<file path="src/rtl/seg_pkg.sv">
`default_nettype none
// ============================================================================
// Module   : seg_pkg
// Brief    : Shared constants, candidate type and ceil-log2 helper for the
//            per-pixel argmax classification head.
// Revision : 1.0 - initial release
// ============================================================================
package seg_pkg;

    localparam int SEG_UNITS      = 12;
    localparam int SEG_FIXED_BITW = 13;
    localparam int SEG_LATENCY    = 4;
    localparam int SEG_LABEL_BITW = 4;

    // {label, score} pair for the default channel configuration
    typedef struct packed {
        logic        [SEG_LABEL_BITW-1:0] label;
        logic signed [SEG_FIXED_BITW-1:0] score;
    } cand_t;

    // Never returns less than 1 so that derived vector widths stay legal
    function automatic int seg_clog2(input int value);
        int r;
        r = 0;
        while ((1 << r) < value) r = r + 1;
        return (r < 1) ? 1 : r;
    endfunction

endpackage
`default_nettype wire

</file>
<file path="src/rtl/seg_cmp2.sv">
`default_nettype none
// ============================================================================
// Module   : seg_cmp2
// Brief    : Registered two-candidate signed compare; candidate A is the lower
//            channel index and wins ties.
// Revision : 1.0 - initial release
// ============================================================================
module seg_cmp2
    import seg_pkg::*;
#(
    parameter int LABEL_BITW = SEG_LABEL_BITW,
    parameter int FIXED_BITW = SEG_FIXED_BITW
) (
    input  logic                  clk,
    input  logic                  rst,
    input  logic [LABEL_BITW-1:0] i_a_label,
    input  logic [FIXED_BITW-1:0] i_a_score,
    input  logic [LABEL_BITW-1:0] i_b_label,
    input  logic [FIXED_BITW-1:0] i_b_score,
    output logic [LABEL_BITW-1:0] o_label,
    output logic [FIXED_BITW-1:0] o_score
);

    logic                  w_take_b;
    logic [LABEL_BITW-1:0] r_label;
    logic [FIXED_BITW-1:0] r_score;

    assign w_take_b = $signed(i_b_score) > $signed(i_a_score);

    always_ff @(posedge clk) begin
        if (rst) begin
            r_label <= '0;
            r_score <= '0;
        end else begin
            r_label <= w_take_b ? i_b_label : i_a_label;
            r_score <= w_take_b ? i_b_score : i_a_score;
        end
    end

    assign o_label = r_label;
    assign o_score = r_score;

endmodule
`default_nettype wire

</file>
<file path="src/rtl/seg_argmax.sv">
`default_nettype none
// ============================================================================
// Module   : seg_argmax
// Brief    : 4-stage argmax tree over a streamed feature vector with delayed
//            raster coordinates. Define SEG_HIST_EN for the per-frame class
//            histogram (hist_valid / hist_data).
// Revision : 1.0 - initial release
// ============================================================================
module seg_argmax
    import seg_pkg::*;
#(
    parameter  int HEIGHT      = 480,
    parameter  int WIDTH       = 640,
    parameter  int W_HEIGHT    = 525,
    parameter  int W_WIDTH     = 800,
    parameter  int UNITS       = SEG_UNITS,
    parameter  int FIXED_BITW  = SEG_FIXED_BITW,
    localparam int c_label_bitw = seg_clog2(UNITS),
    localparam int c_vcnt_bitw  = seg_clog2(W_HEIGHT),
`ifdef SEG_HIST_EN
    localparam int c_cnt_bitw   = seg_clog2(HEIGHT * WIDTH + 1),
`endif
    localparam int c_hcnt_bitw  = seg_clog2(W_WIDTH)
) (
    input  logic                          clock,
    input  logic                          rst,
    input  logic [FIXED_BITW*UNITS-1:0]   in_y,
    input  logic [c_vcnt_bitw-1:0]        in_vcnt,
    input  logic [c_hcnt_bitw-1:0]        in_hcnt,
    output logic [c_label_bitw-1:0]       out_label,
    output logic [FIXED_BITW-1:0]         out_score,
    output logic [c_vcnt_bitw-1:0]        out_vcnt,
`ifdef SEG_HIST_EN
    output logic                          hist_valid,
    output logic [UNITS*c_cnt_bitw-1:0]   hist_data,
`endif
    output logic [c_hcnt_bitw-1:0]        out_hcnt
);

    localparam int c_lw = c_label_bitw;
    localparam int c_fb = FIXED_BITW;
    localparam int c_n0 = UNITS;
    localparam int c_n1 = (c_n0 + 1) / 2;
    localparam int c_n2 = (c_n1 + 1) / 2;
    localparam int c_n3 = (c_n2 + 1) / 2;
    localparam int c_n4 = (c_n3 + 1) / 2;

    logic [c_n0*c_lw-1:0] w_lab0;
    logic [c_n1*c_lw-1:0] w_lab1;
    logic [c_n1*c_fb-1:0] w_sc1;
    logic [c_n2*c_lw-1:0] w_lab2;
    logic [c_n2*c_fb-1:0] w_sc2;
    logic [c_n3*c_lw-1:0] w_lab3;
    logic [c_n3*c_fb-1:0] w_sc3;
    logic [c_n4*c_lw-1:0] w_lab4;
    logic [c_n4*c_fb-1:0] w_sc4;

    for (genvar j = 0; j < c_n0; j++) begin : g_lab0
        assign w_lab0[j*c_lw +: c_lw] = c_lw'(j);
    end

    // Each level pairs (2j, 2j+1) of the level below; an odd leftover is only registered
    for (genvar j = 0; j < c_n1; j++) begin : g_s1
        if (2*j+1 < c_n0) begin : g_cmp
            seg_cmp2 #(.LABEL_BITW(c_lw), .FIXED_BITW(c_fb)) u_cmp2 (
                .clk(clock), .rst(rst),
                .i_a_label(w_lab0[2*j*c_lw +: c_lw]),     .i_a_score(in_y[2*j*c_fb +: c_fb]),
                .i_b_label(w_lab0[(2*j+1)*c_lw +: c_lw]), .i_b_score(in_y[(2*j+1)*c_fb +: c_fb]),
                .o_label(w_lab1[j*c_lw +: c_lw]),         .o_score(w_sc1[j*c_fb +: c_fb]));
        end else begin : g_pass
            logic [c_lw-1:0] r_lab;
            logic [c_fb-1:0] r_sc;
            always_ff @(posedge clock) begin
                if (rst) begin r_lab <= '0; r_sc <= '0; end
                else begin r_lab <= w_lab0[2*j*c_lw +: c_lw]; r_sc <= in_y[2*j*c_fb +: c_fb]; end
            end
            assign w_lab1[j*c_lw +: c_lw] = r_lab;
            assign w_sc1[j*c_fb +: c_fb]  = r_sc;
        end
    end

    for (genvar j = 0; j < c_n2; j++) begin : g_s2
        if (2*j+1 < c_n1) begin : g_cmp
            seg_cmp2 #(.LABEL_BITW(c_lw), .FIXED_BITW(c_fb)) u_cmp2 (
                .clk(clock), .rst(rst),
                .i_a_label(w_lab1[2*j*c_lw +: c_lw]),     .i_a_score(w_sc1[2*j*c_fb +: c_fb]),
                .i_b_label(w_lab1[(2*j+1)*c_lw +: c_lw]), .i_b_score(w_sc1[(2*j+1)*c_fb +: c_fb]),
                .o_label(w_lab2[j*c_lw +: c_lw]),         .o_score(w_sc2[j*c_fb +: c_fb]));
        end else begin : g_pass
            logic [c_lw-1:0] r_lab;
            logic [c_fb-1:0] r_sc;
            always_ff @(posedge clock) begin
                if (rst) begin r_lab <= '0; r_sc <= '0; end
                else begin r_lab <= w_lab1[2*j*c_lw +: c_lw]; r_sc <= w_sc1[2*j*c_fb +: c_fb]; end
            end
            assign w_lab2[j*c_lw +: c_lw] = r_lab;
            assign w_sc2[j*c_fb +: c_fb]  = r_sc;
        end
    end

    for (genvar j = 0; j < c_n3; j++) begin : g_s3
        if (2*j+1 < c_n2) begin : g_cmp
            seg_cmp2 #(.LABEL_BITW(c_lw), .FIXED_BITW(c_fb)) u_cmp2 (
                .clk(clock), .rst(rst),
                .i_a_label(w_lab2[2*j*c_lw +: c_lw]),     .i_a_score(w_sc2[2*j*c_fb +: c_fb]),
                .i_b_label(w_lab2[(2*j+1)*c_lw +: c_lw]), .i_b_score(w_sc2[(2*j+1)*c_fb +: c_fb]),
                .o_label(w_lab3[j*c_lw +: c_lw]),         .o_score(w_sc3[j*c_fb +: c_fb]));
        end else begin : g_pass
            logic [c_lw-1:0] r_lab;
            logic [c_fb-1:0] r_sc;
            always_ff @(posedge clock) begin
                if (rst) begin r_lab <= '0; r_sc <= '0; end
                else begin r_lab <= w_lab2[2*j*c_lw +: c_lw]; r_sc <= w_sc2[2*j*c_fb +: c_fb]; end
            end
            assign w_lab3[j*c_lw +: c_lw] = r_lab;
            assign w_sc3[j*c_fb +: c_fb]  = r_sc;
        end
    end

    for (genvar j = 0; j < c_n4; j++) begin : g_s4
        if (2*j+1 < c_n3) begin : g_cmp
            seg_cmp2 #(.LABEL_BITW(c_lw), .FIXED_BITW(c_fb)) u_cmp2 (
                .clk(clock), .rst(rst),
                .i_a_label(w_lab3[2*j*c_lw +: c_lw]),     .i_a_score(w_sc3[2*j*c_fb +: c_fb]),
                .i_b_label(w_lab3[(2*j+1)*c_lw +: c_lw]), .i_b_score(w_sc3[(2*j+1)*c_fb +: c_fb]),
                .o_label(w_lab4[j*c_lw +: c_lw]),         .o_score(w_sc4[j*c_fb +: c_fb]));
        end else begin : g_pass
            logic [c_lw-1:0] r_lab;
            logic [c_fb-1:0] r_sc;
            always_ff @(posedge clock) begin
                if (rst) begin r_lab <= '0; r_sc <= '0; end
                else begin r_lab <= w_lab3[2*j*c_lw +: c_lw]; r_sc <= w_sc3[2*j*c_fb +: c_fb]; end
            end
            assign w_lab4[j*c_lw +: c_lw] = r_lab;
            assign w_sc4[j*c_fb +: c_fb]  = r_sc;
        end
    end

    assign out_label = w_lab4;
    assign out_score = w_sc4;

    logic [SEG_LATENCY-1:0][c_vcnt_bitw-1:0] r_vcnt_sr;
    logic [SEG_LATENCY-1:0][c_hcnt_bitw-1:0] r_hcnt_sr;

    always_ff @(posedge clock) begin
        if (rst) begin
            r_vcnt_sr <= '0;
            r_hcnt_sr <= '0;
        end else begin
            r_vcnt_sr <= {r_vcnt_sr[SEG_LATENCY-2:0], in_vcnt};
            r_hcnt_sr <= {r_hcnt_sr[SEG_LATENCY-2:0], in_hcnt};
        end
    end

    assign out_vcnt = r_vcnt_sr[SEG_LATENCY-1];
    assign out_hcnt = r_hcnt_sr[SEG_LATENCY-1];

`ifdef SEG_HIST_EN
    localparam logic [c_vcnt_bitw-1:0] c_last_v = c_vcnt_bitw'(HEIGHT - 1);
    localparam logic [c_hcnt_bitw-1:0] c_last_h = c_hcnt_bitw'(WIDTH - 1);

    // r_live_sr marks stages holding pixels sampled after reset; r_armed is set
    // once a frame start is seen so a frame cut by reset is never emitted.
    logic [SEG_LATENCY-1:0]        r_live_sr;
    logic                          r_armed;
    logic                          r_hist_valid;
    logic [UNITS*c_cnt_bitw-1:0]   r_cnt;
    logic [UNITS*c_cnt_bitw-1:0]   r_hist_data;
    logic [UNITS*c_cnt_bitw-1:0]   w_snap;
    logic                          w_active;
    logic                          w_start;
    logic                          w_last;
    logic                          w_count;

    assign w_active = r_live_sr[SEG_LATENCY-1] && (out_vcnt <= c_last_v) && (out_hcnt <= c_last_h);
    assign w_start  = r_live_sr[SEG_LATENCY-1] && (out_vcnt == '0) && (out_hcnt == '0);
    assign w_last   = w_active && (out_vcnt == c_last_v) && (out_hcnt == c_last_h);
    assign w_count  = w_active && (r_armed || w_start);

    for (genvar k = 0; k < UNITS; k++) begin : g_snap
        assign w_snap[k*c_cnt_bitw +: c_cnt_bitw] = r_cnt[k*c_cnt_bitw +: c_cnt_bitw]
            + c_cnt_bitw'(w_count && (out_label == c_label_bitw'(k)));
    end

    always_ff @(posedge clock) begin
        if (rst) begin
            r_live_sr    <= '0;
            r_armed      <= 1'b0;
            r_hist_valid <= 1'b0;
            r_cnt        <= '0;
            r_hist_data  <= '0;
        end else begin
            r_live_sr    <= {r_live_sr[SEG_LATENCY-2:0], 1'b1};
            r_hist_valid <= w_last && (r_armed || w_start);
            if (w_start) r_armed <= 1'b1;
            if (w_last) begin
                r_cnt <= '0;
                if (r_armed || w_start) r_hist_data <= w_snap;
            end else begin
                r_cnt <= w_snap;
            end
        end
    end

    assign hist_valid = r_hist_valid;
    assign hist_data  = r_hist_data;
`endif

endmodule
`default_nettype wire

</file>
<file path="config.mk">
export PLATFORM = sky130hd
export DESIGN_NAME = seg_argmax
export DESIGN_NICKNAME = d
export VERILOG_FILES = /design/src/rtl/seg_pkg.sv /design/src/rtl/seg_cmp2.sv /design/src/rtl/seg_argmax.sv
export SDC_FILE = /design/constraint.sdc
export NUM_CORES = 1
export LEC_CHECK = 0
export ABC_CLOCK_PERIOD_IN_PS = 2600
export CORE_MARGIN = 8
export CORE_UTILIZATION = 54
export DETAILED_ROUTE_END_ITERATION = 7
export PLACE_DENSITY = 0.81
export SYNTH_ARGS = -nofsm -noshare
export SYNTH_HDL_FRONTEND = slang
export SYNTH_SLANG_ARGS = --single-unit
</file>
<file path="constraint.sdc">
create_clock -name clock -period 2.6 [get_ports clock]
set_input_delay 0.65 -clock clock [delete_from_list [all_inputs] [get_ports clock]]
set_output_delay 0.65 -clock clock [all_outputs]
set_load 0.005 [all_outputs]
</file>
### Clock network drawn from the DEF

Scale: 3 px per um.
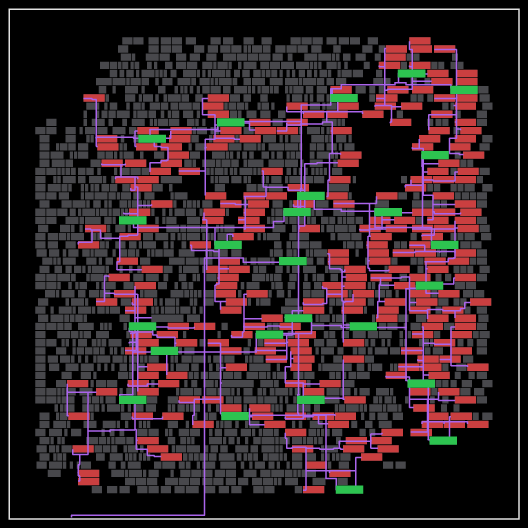
[red] flip-flops | count: 261
[green] clock drivers | count: 25
[purple] clock wires | length: 2690 um
routed clock nets: 26
Worst-Skew Late Latency: 0.51 ns
Worst Skew: 0.008784 ns

### I/O nets highlighted

Scale: 3 px per um.
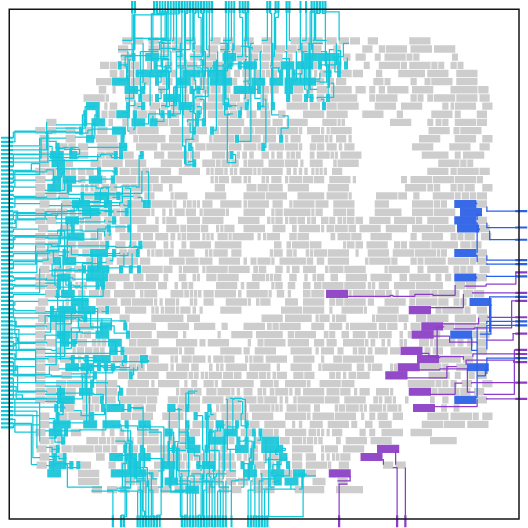
[cyan] `in_y` | bits: 156 | direction: input | end cells: 312 | buffers: 226 | wire: 6250 um
[blue] `out_hcnt` | bits: 10 | direction: output | end cells: 10 | buffers: 10 | wire: 200 um
[purple] `out_score` | bits: 13 | direction: output | end cells: 13 | buffers: 13 | wire: 430 um
Ports: 215
buffers added on ports: 214

### Cells coloured by class

Scale: 1.5 px per um.
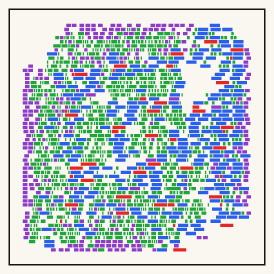
[red] clock drivers and dummy loads | cells: 44
[green] combinational and other logic | cells: 1058
[purple] remaining buffers and delay cells | cells: 306
[blue] sequential cells | cells: 261
Final Util: 70.34%
Rows: 56

==> summary.txt <==
fresh numbers from the pnr run: ys flops 261, global-route wire length before repair 46.44 mm, Tightest Hold Check Type flip-flop to flip-flop, yosys warning tally 0, DRT antenna net count 0, most numerous logic cell after layout nand2_1, CTS Sinks 261, Final min period 2.468 ns, Worst EP required 3.03 ns, ant diodes 0, Post CTS Setup Buffer Count 0, Core Area 0.02326 sq mm, post_cts resized 1, WP buf/inv 2, Max VDD drop 465.0 uV, Max H-tree Level 1, Overflow after GRT 0, tool warnings 28, DRC Markers 0, Die Ht 169.4 um, worst relative slew slack 51.77%, PwrDens 696.4 mW/mm^2, total power 11.40 mW, initial antenna violation count 0, crit-path max cell delay 0.53 ns, YS chip area 0.01271 sq mm, Syn Inst Count 1399, Routed wire per std cell 14.47 um, vias per cell 5.034, routability cong. 0.8845, status completed, via count 10008, ys async rst share 0%
## cell families (layout without fill, tap and decap cells)
kind of cell / Yosys count / in the layout / synth area share [%]
and+or+nand+nor: 498 / 498 / 18.20
AOI/OAI and AO/OA: 114 / 114 / 6.440
DFF: 261 / 261 / 41.12
buffers and inverters: 236 / 506 / 8.409
adders and majority gates: 143 / 143 / 14.08
muxes: 147 / 147 / 11.76
## cell usage after synthesis, drive strengths merged (6+ instances only)
master	n	share of area, %
o31ai	21	1.2
dfxtp	261	41
o41ai	6	0.41
buf	35	2.5
nor2b	99	4.9
nand2	277	8.2
a211oi	6	0.35
or4	12	0.71
mux2	9	0.89
a21oi	43	1.7
nor2	43	1.3
and3	6	0.35
a21o	8	0.47
clkbuf	45	1.3
nand4	27	1.3
o211ai	7	0.41
mux2i	138	11
a21boi	6	0.35
inv	156	4.6
ha	143	14
nand3	28	1.1
## layout make-up
class                           count  area, sq um
Clock buffer                       35        723.2
Clock inverter                      9        97.59
Fill cell                        1817         6899
Inverter                          156        590.6
Multi-Input combinational cell    902         6435
Sequential cell                   261         5225
Tap cell                          319        399.1
Timing Repair Buffer              306         2893
## worst max-delay path by stage
stage | slack (ns) | cells after the start | from | end
after floorplan | 0.23 | 9 | in_y[136] | g_s1[5].g_cmp.u_cmp2.o_score[10]
after global placement | -0.37 | 9 | in_y[84] | g_s1[3].g_cmp.u_cmp2.o_score[10]
after detailed placement | -0.45 | 9 | in_y[84] | g_s1[3].g_cmp.u_cmp2.o_score[10]
after CTS | 0.07 | 9 | in_y[84] | g_s1[3].g_cmp.u_cmp2.o_score[10]
after global routing | 0.02 | 9 | in_y[55] | g_s1[2].g_cmp.u_cmp2.o_score[9]
final | 0.13 | 9 | in_y[55] | g_s1[2].g_cmp.u_cmp2.o_score[2]
## per-stage QoR
stage | std cells | setup TNS, ns | utilization [%] | cell area (sq um) | worst slack (ns)
after floorplan | 1399 | 0 | - | 12710 | 0.2336
after global placement | 1944 | -23.50 | 66.74 | 15520 | -0.3664
after detailed placement | 1944 | -29.34 | 66.74 | 15520 | -0.4480
after CTS | 1988 | 0 | 70.29 | 16350 | 0.07430
after global routing | 1988 | 0 | 70.34 | 16360 | 0.01507
final | 1988 | 0 | 70.34 | 16360 | 0.1315
## layer usage
| metal | vias up | track usage [%] |
|---|---|---|
| met5 | - | 0 |
| met4 | 0 | 5.002 |
| met3 | 42 | 3.257 |
| met2 | 252 | 34.24 |
| met1 | 4604 | 24.08 |
| li1 | 5110 | - |
## report_power, final
part	internal [mW]	total [mW]	switching, mW	leakage, nW
Combinational	1.58	3.17	1.59	5.11
Clock	2.13	3.56	1.43	0.408
Sequential	4.43	4.67	0.236	2.15
Total	8.14	11.4	3.25	7.66
## registers in the layout, indices dropped and copies added, names as in the netlist, 8 cells and up
register / cells
g_s4.g_cmp.u_cmp2.o_score: 13
g_s3.g_cmp.u_cmp2.o_score: 13
g_s2.g_cmp.u_cmp2.o_score: 39
g_s1.g_cmp.u_cmp2.o_score: 78
g_s2.g_cmp.u_cmp2.o_label: 8
r_hcnt_sr: 30
out_vcnt: 10
r_vcnt_sr: 30
g_s3.g_pass.r_sc: 13
out_hcnt: 10
Power is estimated from default activity; no workload was simulated.
